==> config.mk <==
export PLATFORM = sky130hd
export DESIGN_NAME = stage_strobe_decoder_flat
export DESIGN_NICKNAME = d
export VERILOG_FILES = /design/src/rtl/stage_strobe_decoder_pkg.sv /design/src/rtl/stage_strobe_decoder_if.sv /design/src/rtl/stage_strobe_decoder_change_det.sv /design/src/rtl/stage_strobe_decoder.sv /design/src/flat_wrapper.sv
export SDC_FILE = /design/constraint.sdc
export NUM_CORES = 1
export LEC_CHECK = 0
export CORE_MARGIN = 2
export CORE_UTILIZATION = 47
export CTS_CLUSTER_SIZE = 28
export DETAILED_ROUTE_END_ITERATION = 10
export GPL_ROUTABILITY_DRIVEN = 1
export PLACE_DENSITY = 0.76
export SLEW_MARGIN = 10
export SYNTH_ARGS = -nofsm -noshare
export SYNTH_HDL_FRONTEND = slang
export SYNTH_SLANG_ARGS = --single-unit
==> constraint.sdc <==
create_clock -name clk -period 6.31 [get_ports clk]
set_input_delay 1.5775 -clock clk [delete_from_list [all_inputs] [get_ports clk]]
set_output_delay 1.5775 -clock clk [all_outputs]
set_load 0.03 [all_outputs]
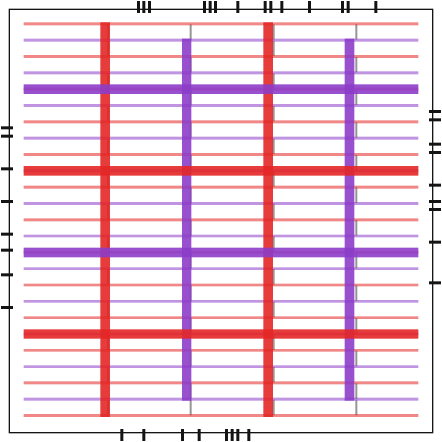
Run 1: supply network
Scale: 6 px per um. Pins as bars on the die edge. Tap cells in grey.
[purple] VDD
[red] VSS
rows: 24
tap cells: 52
met5 straps: 4
met4 straps: 4
Core Area: 4290 um^2
Peak supply drop: 130 uV
Die Wd: 70.3 um

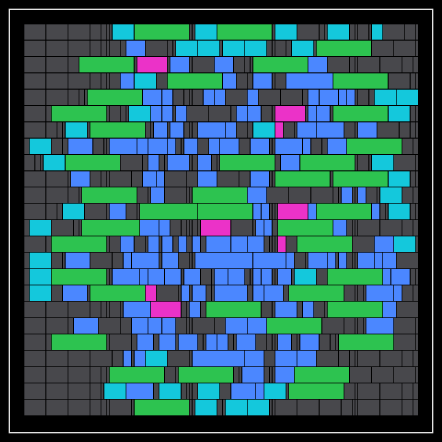
Run 1: cells coloured by class
Scale: 6 px per um. Fill, decap, tap and diode cells in grey.
[green] flops | cells: 40 | share of their area: 40%
[blue] combinational and other logic | cells: 139 | share of their area: 42%
[cyan] other buffers and delay cells | cells: 38 | share of their area: 15%
[magenta] clock drivers and dummy loads | cells: 8 | share of their area: 3.2%
fin util: 59.8%
sequential cell area share: 39.1%
design area: 2570 um^2

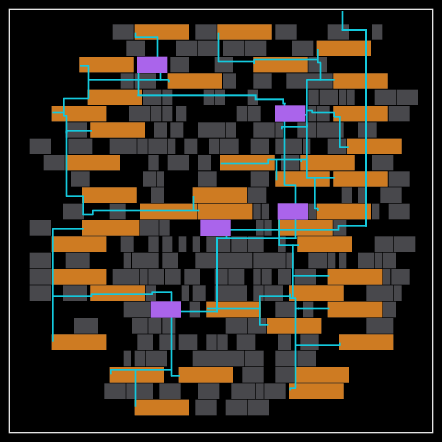
Run 1: clock network drawn from the DEF
Scale: 6 px per um.
[purple] clock drivers | count: 5
[orange] flip-flops | count: 40
[cyan] clock wires | length: 505 um
flops lie: all over the die
Clk Latency, worst-skew pair: 300 ps
Clock Skews: 8.51 ps

==> impl_metrics.ini, run 1 <==
; yosys + openroad results
[status]
status = finished clean

[route]
drt-met1-wl_um = 2000
topRoutingLayerUsed = met4

[global_route]
met3_usage_pct = 4.47
antenna_found_initial = 0
gr-total-overflow = 0

[finish]
clock_area_share_pct = 3.17
regArea_um2 = 1000
inverters = 8
syn_to_final_growth_pct = 24.3
final_nets = 240
logic_area_um2 = 1010
largest_class = combinational gates

[die]
die_area_um2 = 4940
ios = 39

[yosys]
postSynthSeqShare_pct = 48.5
synth_area_um2 = 2070
synthSimpleGateAreaFrac_pct = 23.1
syn_avg_cell_area_um2 = 11.4
synthFlopType = dfrtp_1
top_logic_kind = simple AND/OR/NAND/NOR gates
top_cells_by_count = 38 x dfrtp_1, 16 x xor2_1, 11 x nand2_1
fa_ha_area_share_pct = 4.24
edf_count = 0

[timing]
min_period_ps = 3960
setup_viol = 0
tightest_slew_ps = 1010
timing.fmax_mhz = 253
fin_crit_sh_pct = 62.7
report.final.hold_viol_count = 0

[power]
power_switching_uw = 155
power_leader = sequential cells
swShare_pct = 28.7
powerClk_uw = 163
comb-power_uw = 98.7
internal_power_uw = 386

[setup_path]
cp_cell_sequence = clkdlybuf4s50_1 > xnor2_1 > nand4_1 > nor3_2 > nand2_1 > a2bb2oi_2 > mux2_2
critPathKind = in2reg
cp.depth = 7
crit_required_ps = 6490
crit_fanout = 16

[cts]
clkTransAtPathRegs_ps = 80
clockBufferDepth = 2
cts_sinks = 40
cts_hold_buf = 0
root_buffer = clkbuf_8
Run 1, track usage over the die:
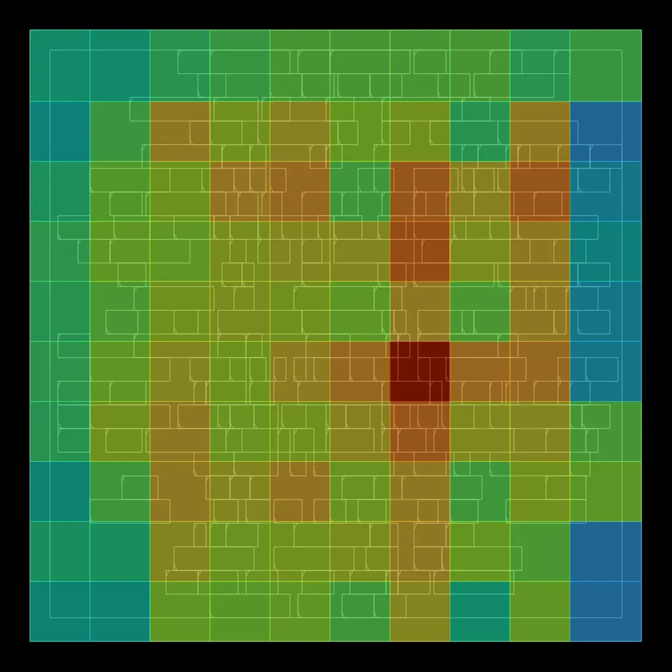

==> run 1 -> run 2 <==
- PLACE_DENSITY: 0.76 -> 0.79
- clock period: 6.31 -> 3.6 ns (I/O delays scaled with it)
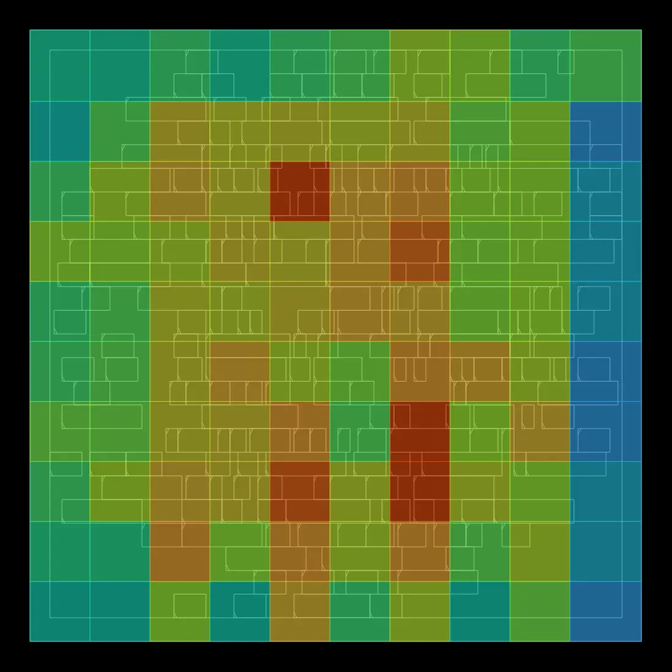
Run 2: track usage over the die
met2 Usage GRT: 29.6%
fin util: 61.8%
overall routing resource usage: 18.5%
global routing usage on met1: 25.0%

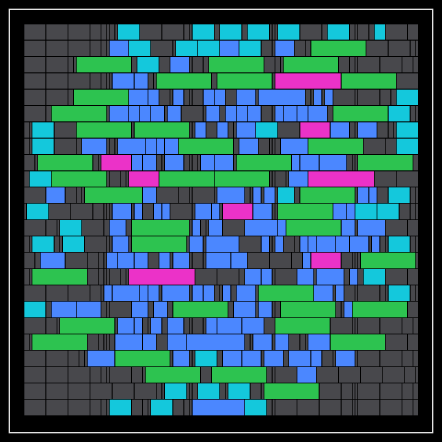
Run 2: cells coloured by class
Scale: 6 px per um. Fill, decap, tap and diode cells in grey.
[blue] combinational and other logic | cells: 139 | share of their area: 40%
[magenta] clock drivers and dummy loads | cells: 8 | share of their area: 6.1%
[cyan] other buffers and delay cells | cells: 39 | share of their area: 15%
[green] flops | cells: 40 | share of their area: 39%
sequential cell area share: 37.8%
design area: 2650 um^2
Rows: 24

==> run 2 against run 1 <==
  * Die size is the same
  * Combinational power up 82%
  * Critical path depth down 1
  * Clock power grew to 3.1 times the previous value
  * Routed wire length increased by 4.8%
  * Via count increased by 3.4%
  * Register-to-register slack worse by 2800 ps
  * Critical endpoint is now u_core.bus.retire_cnt[1]
  * Setup slack lost 1700 ps
  * Highest routed layer unchanged
  * Synthesized area is the same
==> impl_metrics.ini, run 2 <==
; yosys + openroad results
[timing]
timing.fmax_mhz = 336
setup_viol = 0
fin_crit_sh_pct = 82.6
clock-skew-final_ps = 5.09
report.final.hold_viol_count = 0
tightest_slew_ps = 905

[finish]
largest_class = combinational gates
regArea_um2 = 1000
inverters = 8
clock_area_share_pct = 5.99
logic_area_um2 = 1010
drive_gt1_share_pct = 13.3
comb_cells = 131
syn_to_final_growth_pct = 28.4

[status]
status = finished clean

[cts]
cts_hold_buf = 0
cts_sinks = 40
root_buffer = clkbuf_8
clock_latency_ps = 290
clockBufferDepth = 2
ctsResizeCount = 0

[setup_path]
crit_required_ps = 3780
start_kind = primary input
crit_fanout = 14
critPathKind = in2reg
cp.depth = 6

[power]
power_switching_uw = 287
powerClk_uw = 505
peakVddDrop_uv = 434
internal_power_uw = 888
power_leader = the clock network
comb-power_uw = 180
swShare_pct = 24.4

[route]
drt-met1-wl_um = 1950
ant_nets = 0
topRoutingLayerUsed = met4

[yosys]
top_logic_kind = simple AND/OR/NAND/NOR gates
synthFlopType = dfrtp_1
synthSimpleGateAreaFrac_pct = 23.1
synth_area_um2 = 2070
yosys_cells = 182
postSynthSeqShare_pct = 48.5
edf_count = 0
syn_avg_cell_area_um2 = 11.4
fa_ha_area_share_pct = 4.24

[global_route]
gr-total-overflow = 0
antenna_found_initial = 0
grt_pass1_wl_um = 7330
met3_usage_pct = 4.04

[die]
die_area_um2 = 4940
die_y_um = 70.3
die_w_um = 70.3

[placement]
placedCellCount = 270
Power is estimated from default activity; no workload was simulated.
